### src/rtl/generic_conv_task_scheduler.sv
// Convolution task sequencer: walks kernel sets and output rows, issuing
// kernel-set load and row compute commands over valid/ready handshakes.
module generic_conv_task_scheduler (
    input  logic        clk,
    input  logic        rst_n,
    input  logic        start,
    input  logic [15:0] kernal_set_n,
    input  logic [15:0] ofmap_h,
    input  logic [2:0]  conv_vertical_stride,
    input  logic [4:0]  kernal_h_dilated,
    output logic        busy,
    output logic        done,
    output logic        kset_cmd_valid,
    input  logic        kset_cmd_ready,
    output logic [15:0] kset_cmd_id,
    output logic        row_cmd_valid,
    input  logic        row_cmd_ready,
    output logic [15:0] row_cmd_ofrow,
    output logic [15:0] row_cmd_ifrow,
    output logic [4:0]  row_cmd_vspan,
    output logic        row_cmd_last,
    input  logic        row_done
);

    typedef enum logic [2:0] {
        S_IDLE,
        S_LD_KSET,
        S_ROW_REQ,
        S_ROW_WAIT,
        S_KSET_NEXT,
        S_DONE
    } state_t;

    state_t      state_q, state_d;
    logic [15:0] kset_n_q, kset_n_d;
    logic [15:0] ofmap_h_q, ofmap_h_d;
    logic [2:0]  stride_q, stride_d;
    logic [4:0]  vspan_q, vspan_d;
    logic [15:0] kset_id_q, kset_id_d;
    logic [15:0] ofrow_q, ofrow_d;
    logic [15:0] ifrow_q, ifrow_d;
    logic [15:0] ifrow_step;

    // Input-row advance per output row; accumulated rather than multiplied.
    assign ifrow_step = {13'd0, stride_q} + 16'd1;

    always_comb begin
        state_d   = state_q;
        kset_n_d  = kset_n_q;
        ofmap_h_d = ofmap_h_q;
        stride_d  = stride_q;
        vspan_d   = vspan_q;
        kset_id_d = kset_id_q;
        ofrow_d   = ofrow_q;
        ifrow_d   = ifrow_q;
        unique case (state_q)
            S_IDLE: begin
                if (start) begin
                    kset_n_d  = kernal_set_n;
                    ofmap_h_d = ofmap_h;
                    stride_d  = conv_vertical_stride;
                    vspan_d   = kernal_h_dilated;
                    kset_id_d = 16'd0;
                    ofrow_d   = 16'd0;
                    ifrow_d   = 16'd0;
                    state_d   = S_LD_KSET;
                end
            end
            S_LD_KSET: begin
                if (kset_cmd_ready) state_d = S_ROW_REQ;
            end
            S_ROW_REQ: begin
                if (row_cmd_ready) state_d = S_ROW_WAIT;
            end
            S_ROW_WAIT: begin
                if (row_done) begin
                    if (ofrow_q == ofmap_h_q) begin
                        state_d = S_KSET_NEXT;
                    end else begin
                        ofrow_d = ofrow_q + 16'd1;
                        ifrow_d = ifrow_q + ifrow_step;
                        state_d = S_ROW_REQ;
                    end
                end
            end
            S_KSET_NEXT: begin
                if (kset_id_q == kset_n_q) begin
                    state_d = S_DONE;
                end else begin
                    kset_id_d = kset_id_q + 16'd1;
                    ofrow_d   = 16'd0;
                    ifrow_d   = 16'd0;
                    state_d   = S_LD_KSET;
                end
            end
            S_DONE: begin
                state_d = S_IDLE;
            end
            default: begin
                state_d = S_IDLE;
            end
        endcase
    end

    always_ff @(posedge clk) begin
        if (!rst_n) begin
            state_q   <= S_IDLE;
            kset_n_q  <= 16'd0;
            ofmap_h_q <= 16'd0;
            stride_q  <= 3'd0;
            vspan_q   <= 5'd0;
            kset_id_q <= 16'd0;
            ofrow_q   <= 16'd0;
            ifrow_q   <= 16'd0;
        end else begin
            state_q   <= state_d;
            kset_n_q  <= kset_n_d;
            ofmap_h_q <= ofmap_h_d;
            stride_q  <= stride_d;
            vspan_q   <= vspan_d;
            kset_id_q <= kset_id_d;
            ofrow_q   <= ofrow_d;
            ifrow_q   <= ifrow_d;
        end
    end

    // Everything below decodes registered state only, so valids never see ready/row_done.
    assign busy           = (state_q != S_IDLE);
    assign done           = (state_q == S_DONE);
    assign kset_cmd_valid = (state_q == S_LD_KSET);
    assign row_cmd_valid  = (state_q == S_ROW_REQ);
    assign kset_cmd_id    = kset_id_q;
    assign row_cmd_ofrow  = ofrow_q;
    assign row_cmd_ifrow  = ifrow_q;
    assign row_cmd_vspan  = vspan_q;
    // Gated by busy so the cleared config (0 == 0) does not flag last while idle.
    assign row_cmd_last   = busy && (ofrow_q == ofmap_h_q) && (kset_id_q == kset_n_q);

endmodule

### config.mk
export PLATFORM = sky130hd
export DESIGN_NAME = generic_conv_task_scheduler
export DESIGN_NICKNAME = d
export VERILOG_FILES = /design/src/rtl/generic_conv_task_scheduler.sv
export SDC_FILE = /design/constraint.sdc
export NUM_CORES = 1
export LEC_CHECK = 0
export CORE_UTILIZATION = 51
export DETAILED_ROUTE_END_ITERATION = 8
export HOLD_SLACK_MARGIN = 0.06
export PLACE_DENSITY_LB_ADDON = 0.2
export RECOVER_POWER = 100
export SLEW_MARGIN = 20
export SYNTH_ARGS = -nofsm -noshare
export SYNTH_HDL_FRONTEND = slang
export SYNTH_SLANG_ARGS = --single-unit
### constraint.sdc
create_clock -name clk -period 2.2 [get_ports clk]
set_input_delay 0.22 -clock clk [delete_from_list [all_inputs] [get_ports clk]]
set_output_delay 0.22 -clock clk [all_outputs]
set_load 0.01 [all_outputs]
==> impl_metrics.yaml <==
# flow metrics
timing:
  maxSlewHeadroom: 0.5133
  layout_min_cycle_time_ns: 2.082
  setup_viol: 0
  period_used_share: 0.9462
  skew_ns: 0.009715
  tns_ns: 0
min_path:
  holdPathEnd: "kset_n_q[11]"
  whs_path_depth: 3
  hp-start: "kernal_set_n[11]"
setup_path:
  r2r_slack_ns: 0.12
  worstPathArrival_ns: 2.37
  cp_num_buf_inv: 1
  crit_path_end_kind: "flip-flop"
  critPathLaunch: "kset_cmd_id[15]"
  worstPathRequired_ns: 2.49
  r2r-end: "row_cmd_ifrow[2]"
logic_synthesis:
  synth_cell_types: 61
  edf_count: 0
  fa_ha_area_frac: 0.01804
  synth_top_cell_by_count: "nand2_1"
  ys_top_cells_by_area: "dfxtp_1 40%, nand2_1 10%, xnor2_1 6.7%"
  top_area_frac: 0.3980
  synthTopCellsByCount: "124 x nand2_1, 91 x dfxtp_1, 57 x a21oi_1, 35 x xnor2_1, 25 x nor2_1"
  ys.flops: 91
  ff_type: "dfxtp_1"
  fp_nets: 618
  syn_inst: 566
  ys_cells: 566
  yosysTopAreaCell: "dfxtp_1"
  synthAoiAreaFrac: 0.1905
  syn_area_um2: 4577
  ys_sh_xor: 0.07244
  syn_avg_cell_area_um2: 8.086
  async_flop_share: 0
die:
  die_w_um: 96.73
  row_count: 34
  pin_count: 104
  core_area_um2: 8721
  fp_util: 0.5248
  dieHeight_um: 96.73
clock_tree:
  cts.repair.resized: 6
  clk_path_buf_depth: 2
  cts_tree: "done"
  worstSkewPairLatency_ns: 0.36
  cts_root_buffer: "clkbuf_8"
  cts.sinks: 91
  clk_pin_slew_worst_paths_ns: 0.10
run:
  cap_violations: 0
placement:
  gp_congestion: 0.9021
  dpl.cell_count: 795
  io_buffers: 103
  dpl-instance-area_um2: 5933
  post-place-ws_ns: 0.06449
  hpwlAfterDp_um: 9358
global_routing:
  antenna_found_initial: 0
  grt_pass1_vias: 4398
  grt-ovfl-total: 0
  grt_pass1_wl_um: 21050
power:
  leakagePower_nw: 2.394
  power_mw: 3.703
  peakVddDrop_v: 0.0004907
layout:
  n_antenna_cell: 0
  fin_area_um2: 6166
  n_all_inverters: 11
  final_nets: 752
  clock_area_frac: 0.03084
  clock_buffers: 9
  seq_area_frac: 0.2979
  register_area_um2: 1837
  instances_no_fill: 813
  comb_share: 0.4166
drt:
  vias_per_cell: 5.727
  met2_length_um: 5833
  antenna_left: 0
  dr_wl_met3_um: 789
  drt_iter0_drc: 363
outcome:
  status: "finished clean"
[placed cells by master, fill, tap and decap left out, types with 4 or more instances in the layout]
| cell type | n |
|---|---|
| a21oi_1 | 57 |
| dlygate4sd3_1 | 54 |
| inv_1 | 9 |
| or3_1 | 7 |
| dfxtp_1 | 81 |
| nand4_1 | 16 |
| and3_1 | 10 |
| nor3_1 | 16 |
| clkbuf_8 | 9 |
| nand3_1 | 24 |
| nor3b_1 | 4 |
| nor2_1 | 25 |
| nor4_1 | 4 |
| o221a_2 | 9 |
| o21ai_0 | 20 |
| a31oi_1 | 14 |
| o21a_1 | 5 |
| dfxtp_2 | 9 |
| nand2_1 | 124 |
| xnor2_1 | 33 |
| ha_1 | 5 |
| buf_4 | 46 |
| clkdlybuf4s50_1 | 48 |
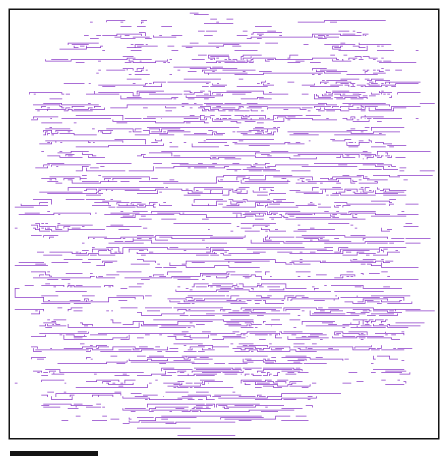
(met1 routing)
Scale bar: 20 um.
nets with wire on the layer = 672
main direction = horizontal
total wire length: 12850 um
DR vias: 4656
met1 Use GR: 0.3673

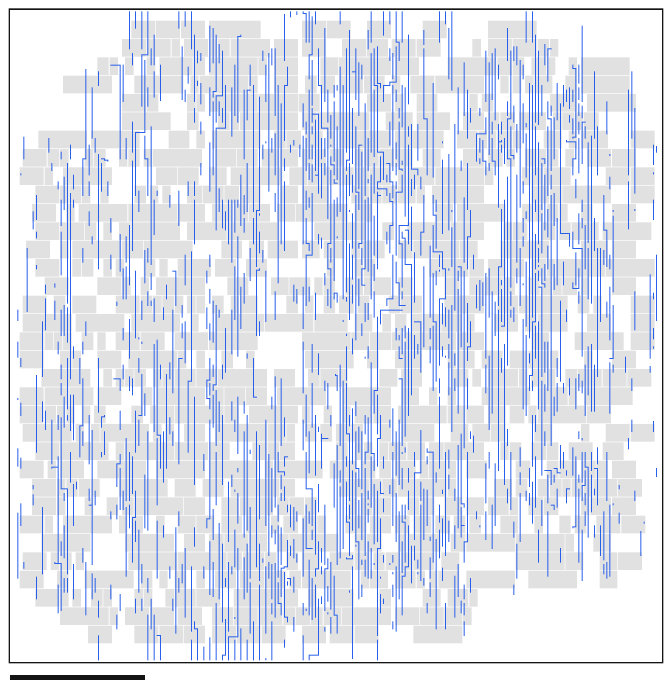
(signal wires on met2)
Scale bar: 20 um.
wire length on this layer = 5830 um
longest straight run = 37.7 um
nets with wire on the layer = 629
met2 GRT Util: 0.4410

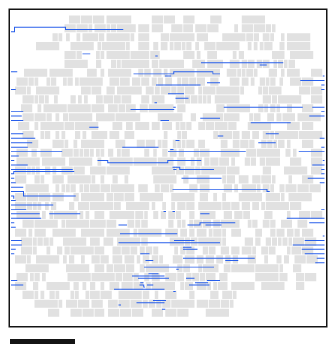
(the metal 3 layer)
Scale bar: 20 um.
share of all routed wire = 6.2%
longest straight run = 30.8 um
main direction = horizontal
met3 usage: 0.04913

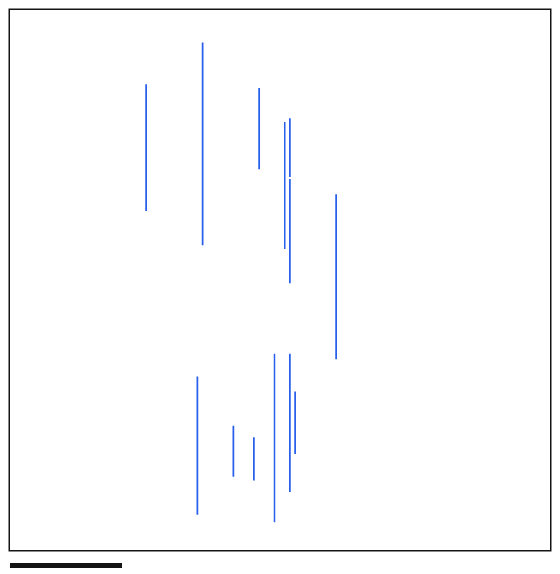
(the metal 4 layer)
Scale bar: 20 um.
nets with wire on the layer = 12
wire length on this layer = 259 um
main direction = vertical
longest straight run = 36.0 um

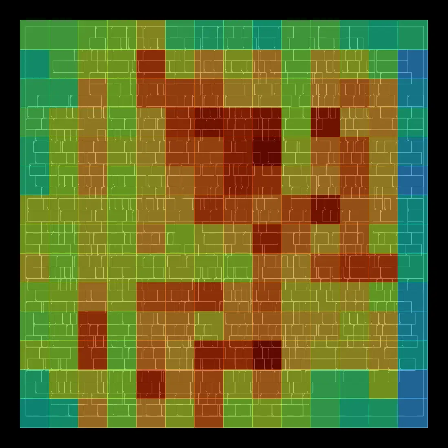
(congestion heat map)
Total GRT Usage: 0.2767
Top Usage Layer GRT: met2
drt wl/cell: 15.81 um
fin util: 0.7070

Power figures rest on the tool's default switching activity, not on a simulated workload.
